Fig. 1: cells coloured by class
Scale: 2 px per um. Fill, decap, tap and diode cells in grey.
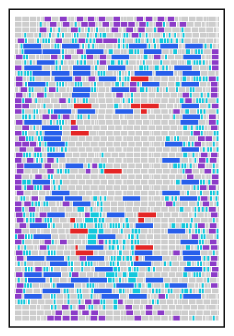
Fig. 2: metal 3
Scale: 3 px per um.
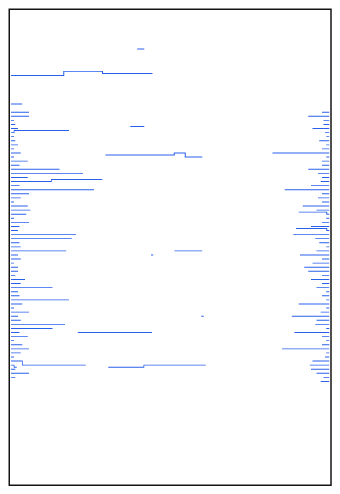
===== src/rtl/apb_bridge_pkg.sv =====
// rtl/apb_bridge_pkg.sv - shared FSM encoding and address-window helpers for the APB bridge
package apb_bridge_pkg;

  typedef enum logic [1:0] {
    ST_IDLE   = 2'd0,
    ST_SETUP  = 2'd1,
    ST_ACCESS = 2'd2,
    ST_RESP   = 2'd3
  } bridge_state_t;

  localparam logic [31:0] DEF_BASE_ADDR   = 32'h4000_0000;
  localparam int          DEF_WINDOW_LOG2 = 12;

  // Offset bits inside the window; the complement selects the tag bits.
  function automatic logic [63:0] win_mask(input int window_log2);
    return (64'd1 << window_log2) - 64'd1;
  endfunction

  function automatic logic [63:0] win_tag(input logic [63:0] base, input int window_log2);
    return base & ~win_mask(window_log2);
  endfunction

endpackage


===== src/rtl/apb_bridge_timeout_if.sv =====
// rtl/apb_bridge_timeout_if.sv - APB bus bundle with requester (master) and completer (slave) views
interface apb_bridge_timeout_if #(
  parameter int ADDR_WIDTH = 32,
  parameter int DATA_WIDTH = 32
) ();

  logic [ADDR_WIDTH-1:0] paddr;
  logic                  psel;
  logic                  penable;
  logic                  pwrite;
  logic [DATA_WIDTH-1:0] pwdata;
  logic [DATA_WIDTH-1:0] prdata;
  logic                  pready;
  logic                  pslverr;

  modport master (
    output paddr, psel, penable, pwrite, pwdata,
    input  prdata, pready, pslverr
  );

  modport slave (
    input  paddr, psel, penable, pwrite, pwdata,
    output prdata, pready, pslverr
  );

endinterface


===== src/rtl/apb_timeout_counter.sv =====
// rtl/apb_timeout_counter.sv - downstream wait-state counter flagging the last permitted ACCESS cycle
module apb_timeout_counter #(
  parameter int TIMEOUT_CYCLES = 256,
  parameter int CNT_WIDTH      = 9
) (
  input  logic clk,
  input  logic rst,
  input  logic en,
  input  logic clr,
  output logic terminal
);

  generate
    if (TIMEOUT_CYCLES == 0) begin : g_bypass
      assign terminal = 1'b0;
    end else begin : g_count
      localparam logic [CNT_WIDTH-1:0] LAST = CNT_WIDTH'(TIMEOUT_CYCLES - 1);
      logic [CNT_WIDTH-1:0] cnt;

      always_ff @(posedge clk or posedge rst) begin
        if (rst) begin
          cnt <= '0;
        end else if (clr) begin
          cnt <= '0;
        end else if (en) begin
          cnt <= cnt + CNT_WIDTH'(1);
        end
      end

      assign terminal = (cnt == LAST);
    end
  endgenerate

endmodule


===== src/rtl/apb_bridge_timeout.sv =====
// rtl/apb_bridge_timeout.sv - registered APB-to-APB bridge with window remap and wait-state timeout
module apb_bridge_timeout
  import apb_bridge_pkg::*;
#(
  parameter int                    ADDR_WIDTH     = 32,
  parameter int                    DATA_WIDTH     = 32,
  parameter logic [ADDR_WIDTH-1:0] BASE_ADDR      = ADDR_WIDTH'(DEF_BASE_ADDR),
  parameter int                    WINDOW_LOG2    = DEF_WINDOW_LOG2,
  parameter int                    TIMEOUT_CYCLES = 256,
  parameter int                    CNT_WIDTH      = 9
) (
  input  logic                        pclk,
  input  logic                        preset,
  apb_bridge_timeout_if.slave         up,
  apb_bridge_timeout_if.master        dn,
  output logic                        timeout_evt
);

  localparam logic [ADDR_WIDTH-1:0] WIN_MASK = ADDR_WIDTH'(win_mask(WINDOW_LOG2));
  localparam logic [ADDR_WIDTH-1:0] WIN_TAG  = ADDR_WIDTH'(win_tag(64'(BASE_ADDR), WINDOW_LOG2));

  bridge_state_t         state;
  bridge_state_t         state_nx;
  logic [ADDR_WIDTH-1:0] cap_addr;
  logic                  cap_write;
  logic [DATA_WIDTH-1:0] cap_wdata;
  logic [DATA_WIDTH-1:0] rsp_data;
  logic                  rsp_err;
  logic                  abandon;
  logic                  accept;
  logic                  hit;
  logic                  drop;
  logic                  busy;
  logic                  terminal;
  logic                  tmo;
  logic                  done;

  assign accept = (state == ST_IDLE) && up.psel && up.penable;
  assign hit    = (up.paddr & ~WIN_MASK) == WIN_TAG;
  assign busy   = (state == ST_SETUP) || (state == ST_ACCESS);
  // A requester that let go of PSEL mid-transfer gets no response.
  assign drop   = abandon || !up.psel;
  assign tmo    = (state == ST_ACCESS) && !dn.pready && terminal;
  assign done   = (state == ST_ACCESS) && (dn.pready || tmo);

  apb_timeout_counter #(
    .TIMEOUT_CYCLES (TIMEOUT_CYCLES),
    .CNT_WIDTH      (CNT_WIDTH)
  ) u_timeout (
    .clk      (pclk),
    .rst      (preset),
    .en       ((state == ST_ACCESS) && !dn.pready),
    .clr      (state != ST_ACCESS),
    .terminal (terminal)
  );

  always_ff @(posedge pclk or posedge preset) begin
    if (preset) begin
      state <= ST_IDLE;
    end else begin
      state <= state_nx;
    end
  end

  always_comb begin
    state_nx = state;
    case (state)
      ST_IDLE:   if (accept) state_nx = hit ? ST_SETUP : ST_RESP;
      ST_SETUP:  state_nx = ST_ACCESS;
      ST_ACCESS: if (done) state_nx = drop ? ST_IDLE : ST_RESP;
      ST_RESP:   state_nx = ST_IDLE;
      default:   state_nx = ST_IDLE;
    endcase
  end

  always_comb begin
    dn.psel    = busy;
    dn.penable = (state == ST_ACCESS);
    dn.paddr   = busy ? (cap_addr & WIN_MASK) : '0;
    dn.pwrite  = busy && cap_write;
    dn.pwdata  = busy ? cap_wdata : '0;
    up.pready  = (state == ST_RESP);
    up.prdata  = (state == ST_RESP) ? rsp_data : '0;
    up.pslverr = (state == ST_RESP) && rsp_err;
  end

  always_ff @(posedge pclk or posedge preset) begin
    if (preset) begin
      cap_addr    <= '0;
      cap_write   <= 1'b0;
      cap_wdata   <= '0;
      rsp_data    <= '0;
      rsp_err     <= 1'b0;
      abandon     <= 1'b0;
      timeout_evt <= 1'b0;
    end else begin
      timeout_evt <= tmo;

      if (accept) begin
        cap_addr  <= up.paddr;
        cap_write <= up.pwrite;
        cap_wdata <= up.pwdata;
        abandon   <= 1'b0;
      end else if (busy && !up.psel) begin
        abandon <= 1'b1;
      end

      // Misses and timeouts answer with an error and no data; writes never return data.
      if (accept && !hit) begin
        rsp_data <= '0;
        rsp_err  <= 1'b1;
      end else if (tmo) begin
        rsp_data <= '0;
        rsp_err  <= 1'b1;
      end else if (done) begin
        rsp_data <= cap_write ? '0 : dn.prdata;
        rsp_err  <= dn.pslverr;
      end
    end
  end

endmodule


===== src/flat_wrapper.sv =====
// flat-port wrapper written by rule: the top's interface ports become plain ports
module apb_bridge_timeout_flat import apb_bridge_pkg::*;
#(
  parameter int                    ADDR_WIDTH     = 32,
  parameter int                    DATA_WIDTH     = 32,
  parameter logic [ADDR_WIDTH-1:0] BASE_ADDR      = ADDR_WIDTH'(DEF_BASE_ADDR),
  parameter int                    WINDOW_LOG2    = DEF_WINDOW_LOG2,
  parameter int                    TIMEOUT_CYCLES = 256,
  parameter int                    CNT_WIDTH      = 9
)
  (pclk, preset, timeout_evt, up_paddr, up_psel, up_penable, up_pwrite, up_pwdata, up_prdata, up_pready, up_pslverr, dn_paddr, dn_psel, dn_penable, dn_pwrite, dn_pwdata, dn_prdata, dn_pready, dn_pslverr);
  apb_bridge_timeout_if #(.ADDR_WIDTH(ADDR_WIDTH), .DATA_WIDTH(DATA_WIDTH)) up_i ();
  apb_bridge_timeout_if #(.ADDR_WIDTH(ADDR_WIDTH), .DATA_WIDTH(DATA_WIDTH)) dn_i ();
  input  logic pclk;
  input  logic preset;
  output logic timeout_evt;
  input wire logic [$bits(up_i.paddr)-1:0] up_paddr;
  input wire logic [$bits(up_i.psel)-1:0] up_psel;
  input wire logic [$bits(up_i.penable)-1:0] up_penable;
  input wire logic [$bits(up_i.pwrite)-1:0] up_pwrite;
  input wire logic [$bits(up_i.pwdata)-1:0] up_pwdata;
  output wire logic [$bits(up_i.prdata)-1:0] up_prdata;
  output wire logic [$bits(up_i.pready)-1:0] up_pready;
  output wire logic [$bits(up_i.pslverr)-1:0] up_pslverr;
  output wire logic [$bits(dn_i.paddr)-1:0] dn_paddr;
  output wire logic [$bits(dn_i.psel)-1:0] dn_psel;
  output wire logic [$bits(dn_i.penable)-1:0] dn_penable;
  output wire logic [$bits(dn_i.pwrite)-1:0] dn_pwrite;
  output wire logic [$bits(dn_i.pwdata)-1:0] dn_pwdata;
  input wire logic [$bits(dn_i.prdata)-1:0] dn_prdata;
  input wire logic [$bits(dn_i.pready)-1:0] dn_pready;
  input wire logic [$bits(dn_i.pslverr)-1:0] dn_pslverr;
  assign up_i.paddr = up_paddr;
  assign up_i.psel = up_psel;
  assign up_i.penable = up_penable;
  assign up_i.pwrite = up_pwrite;
  assign up_i.pwdata = up_pwdata;
  assign up_prdata = up_i.prdata;
  assign up_pready = up_i.pready;
  assign up_pslverr = up_i.pslverr;
  assign dn_paddr = dn_i.paddr;
  assign dn_psel = dn_i.psel;
  assign dn_penable = dn_i.penable;
  assign dn_pwrite = dn_i.pwrite;
  assign dn_pwdata = dn_i.pwdata;
  assign dn_i.prdata = dn_prdata;
  assign dn_i.pready = dn_pready;
  assign dn_i.pslverr = dn_pslverr;
  apb_bridge_timeout #(.ADDR_WIDTH(ADDR_WIDTH), .DATA_WIDTH(DATA_WIDTH), .BASE_ADDR(BASE_ADDR), .WINDOW_LOG2(WINDOW_LOG2), .TIMEOUT_CYCLES(TIMEOUT_CYCLES), .CNT_WIDTH(CNT_WIDTH)) u_core (.pclk(pclk), .preset(preset), .up(up_i), .dn(dn_i), .timeout_evt(timeout_evt));
endmodule

===== config.mk =====
export PLATFORM = sky130hd
export DESIGN_NAME = apb_bridge_timeout_flat
export DESIGN_NICKNAME = d
export VERILOG_FILES = /design/src/rtl/apb_bridge_pkg.sv /design/src/rtl/apb_bridge_timeout_if.sv /design/src/rtl/apb_timeout_counter.sv /design/src/rtl/apb_bridge_timeout.sv /design/src/flat_wrapper.sv
export SDC_FILE = /design/constraint.sdc
export NUM_CORES = 1
export LEC_CHECK = 0
export ABC_AREA = 1
export CAP_MARGIN = 20
export CORE_ASPECT_RATIO = 1.5
export CORE_MARGIN = 2
export CORE_UTILIZATION = 30
export CTS_CLUSTER_DIAMETER = 30
export DETAILED_ROUTE_END_ITERATION = 10
export SLEW_MARGIN = 10
export SYNTH_ARGS = -nofsm -noshare
export SYNTH_HDL_FRONTEND = slang
export SYNTH_SLANG_ARGS = --single-unit

===== constraint.sdc =====
create_clock -name pclk -period 3.7 [get_ports pclk]
set_input_delay 0.37 -clock pclk [delete_from_list [all_inputs] [get_ports pclk]]
set_output_delay 0.37 -clock pclk [all_outputs]
set_load 0.02 [all_outputs]

==> notes.md <==
Implementation run completed; key figures follow.

Outcome:
- The run finished with clean final reports.

Cells and area:
- Leaving out fill and tap cells, the most frequent cell in the layout is nand2_1.
- The run puts the clock distribution area overhead in the final layout at about 4.0%.
- The run gives the area taken by flip-flops and latches as around 2300 sq um.
- Per the layout report, the design carries around 1600 filler cells.
- The run puts the multi-input combinational cell count at 450.
- The run gives the area growth from synthesis to final layout as 46.9%.
- The run puts the number of sequential storage elements at 91.
- The run puts the post-layout instance count excluding filler cells at 1048.
- The run gives the area occupied by multi-input gates as between 1500 and 2000 sq um.
- The layout has 11 clock buffers.
- The run puts the sequential cell area share at about a third.
- Non-clock buffering takes up a little over a quarter of total cell area after layout.
- The run puts the number of non-clock buffers at around 190.
- The run gives the number of nets in the layout as between 900 and 1000.
- The registers reported with the highest flop counts are u_core.cap_wdata x32, u_core.rsp_data x32, u_core.cap_addr x12.

Power:
- Per the OpenROAD power report, leakage power amounts to approximately 4 nW.
- The run puts the power density over cell area at around 740 nW/um^2.
- The run gives the sum of internal, switching and leakage power as between 0.005 and 0.006 W.
- The run gives the cell internal power dissipation as ~0.0031 W.
- The run puts the switching power of the nets at ~0.0021 W.
- Sequential cells account for between 30% and 40% of the total power.
- In this run switching power makes up about two fifths of total power.
- The run puts the power share of the combinational group at 50.8%.
- The run gives the peak supply drop as about 0.35 mV.

Floorplanning:
- The run gives the total number of tap cells as ~200.
- Per the OpenROAD floorplan log, the area of the die is roughly 17000 sq um.
- The run puts the chip height at ~160 um.
- The run puts the number of cell rows at 56.
- The run puts the initial standard-cell utilization of the core at 30.6%.
- The run puts the count of boundary I/O pins at 205.

Logic synthesis:
- The run puts the number of cells in the yosys synthesis report at roughly 670.
- The run gives the area fraction in compound gates as around 1.3%.
- Before any placement, the netlist area is recorded as approximately 4800 sq um.
- The run gives the share of async-settable or async-resettable flops after synthesis as 100%.
- The run puts the post-synth tally of flip-flops with integrated enable at 0.
- After synthesis, the share of cell area in mux cells is 0%.
- The run puts the post-synthesis share of cell area spent on xor and xnor gates at 0%.
- The run puts the top cell type's share of synthesized area at a little under half.
- After synthesis, the largest family of logic cells by area is simple AND/OR/NAND/NOR gates.
- The synthesis stat section lists a flop and latch total of between 90 and 100.
- Of the total synthesized cell area, the portion taken by AND, OR, NAND and NOR gates is 35.2%.
- The run puts the gate count of the mapped netlist at about 670.
- The run puts the area fraction in full adders, half adders and majority gates at 1.84%.
- The main area contributors are dfrtp_1 (48%), nand2_1 (27%), inv_1 (7.6%), and2_1 (4.2%), buf_4 (3.8%).
- The run puts the total of warnings raised by yosys at 0.
- The run puts the distinct cell type count after synthesis at 24.
- Per the synth stats, the flop cell with the highest instance count is dfrtp_1.
- Yosys reports that the most numerous cell types are nand2_1 (337), inv_1 (96), dfrtp_1 (91).
- For reference, the post-synthesis area per instance comes to slightly above 7 sq um.

Final timing:
- The run gives the transition time at the pin with the least slew margin as 0.866 ns.
- The run gives the final setup TNS as 0 ns.
- The run gives the final worst clock skew as about 0.0059 ns.
- The run puts the highest clock rate at 0.367 GHz.
- After layout, the worst setup slack is about 0.98 ns.
- The run gives the worst-case headroom to the max-slew limit as between 40% and 50%.
- The run puts the shortest period the worst path allows at ~2.7 ns.
- Hold timing on the final database bottoms out at a slack of 0.477 ns.
- The run gives the total count of max-transition violations in the final report as 0.
- The final hold violation count recorded for this run is 0.
- The run gives the part of the cycle the worst path needs as 73.6%.

Place:
- The run puts the cell count after placement at between 1000 and 1500.
- The run puts the number of buffer cells added on primary ports at roughly 180.
- The run puts the global placer's final weighted congestion at between 0.7 and 0.8.
- The run gives the instance area after placement as around 6700 sq um.
- Setup slack on the worst path after placement came out at around 1.3 ns.
- The run puts the half-perimeter wire length after detailed placement at around 8600 um.

Route:
- The run puts the total met2 wirelength after detailed routing at 6050 um.
- The run puts the number of DRC violations after detailed-routing iteration 0 at 110.
- Using the TritonRoute via totals, the vias-per-cell ratio works out to around 4.1.
- The detailed router reports a met3 wire length of 877 um.
- The pre-antenna-repair detailed-routing pass consisted of 4 iterations.
- The run puts the antenna violation net count after detailed routing at 0.
- The run puts the wire length on met1 at just over 5000 um.
- The highest metal layer carrying signal wires in the routed design is met4.
- The run gives the DRC violations left as 0.
- The run gives the mean routed wirelength per cell as between 10 and 15 um.

Clock network:
- TritonCTS built the clock tree.
- The run gives the number of buffers on the longest clock path as 2.
- The number of clock sinks came to just over 90.
- The clock H-tree reported by CTS has 3 levels.
- The run gives the post-cts repair resize count as 0.
- On the worst setup and hold paths after CTS, the clock-pin slew comes to 0.07 ns.
- The run puts the number of buffers added for setup after CTS at 0.
- Looking at the clock tree report, the root buffer type is clkbuf_16.

Critical path:
- The run gives the kind of critical path as register to primary output.
- Per the timing report, the most critical flop-to-flop path finishes at u_core.rsp_data[21]$_DFFE_PP0P_.
- For the worst reg-to-reg path, the startpoint reported by OpenROAD is u_core.u_timeout.g_count.cnt[1]$_DFFE_PP0P_.
- The run gives the worst setup path endpoint as dn_pwdata[2].
- The run gives the capturing element type of the critical path as a primary output.
- The run gives the data arrival time of the critical path as approximately 2.4 ns.
- Logic depth along the worst register-to-register path is recorded as 12.
- The run gives the critical path required time as 3.33 ns.
- According to the timing report, the critical path is launched from u_core.state[0]$_DFFE_PP0P_.
- The run puts the reg2reg setup slack at approximately 1.6 ns.
- The worst setup path is launched from a register.
- Max fanout on the critical path was recorded as 47.

GRT:
- The run gives the residual overflow from global routing as 0.
- For met1 alone, demand over resource in global routing was around 17%.
- The run puts the number of global-route vias before repair at between 4000 and 5000.
- Entering global routing, the biggest net connects just over 90 pins.
- Global routing consumed, over all layers together, around 15% of the routing resources.
- The run puts the number of antenna violations at the first check in global routing at 0.
- The run gives the wire length of the first global-routing pass as approximately 20000 um.
- The run puts the global-route track usage on met2 at 27.5%.
- The run gives the peak-usage layer in the global routing report as met2.

Worst hold path:
- The run gives the path class of the lowest-slack min-delay path as register to register.
- The run puts the cell count of the worst hold path at 2.
- For the worst min-delay path, the startpoint reported by OpenROAD is u_core.cap_wdata[28]$_DFFE_PP0P_.
- In the hold report, the worst path ends at u_core.cap_wdata[28]$_DFFE_PP0P_.

Job:
- The report counts max-capacitance violations totalling 0.
- The stage logs contain a warning count of 30.
Back to the opening pictures, Fig. 1:
red -> clock drivers and dummy loads  # cells 16
blue -> registers  # cells 91
cyan -> remaining logic cells  # cells 548
purple -> remaining buffers and delay cells  # cells 190
total core area: 15600 sq um
cell area after layout: 6980 sq um
final core utilization: 44.9%

Back to the opening pictures, Fig. 2:
share of all routed wire = 7.2%
longest straight run = 27.4 um
nets with wire on the layer = 138
via count: 4314
post-detailed-routing wire length: 12100 um
met3 Resource Use GR: 4.08%

==> critical path, cell delays in order, from the launching register on <==
cell and delay, ns:
dfrtp_1 0.38, inv_1 0.09, ha_1 0.28, buf_4 0.41
nand2_1 0.15, inv_1 0.07, clkdlybuf4s50_1 0.60
==> power groups by stage <==
| stage | combinational, W | clock (W) | sequential [W] |
|---|---|---|---|
| floorplan | 0.00165 | 0 | 0.00162 |
| global placement | 0.00265 | 0 | 0.00168 |
| detailed placement | 0.00267 | 0 | 0.00168 |
| CTS | 0.00267 | 0.000900 | 0.00167 |
| global route | 0.00294 | 0.000937 | 0.00173 |
| finish | 0.00262 | 0.000864 | 0.00167 |
Power is estimated from default activity; no workload was simulated.
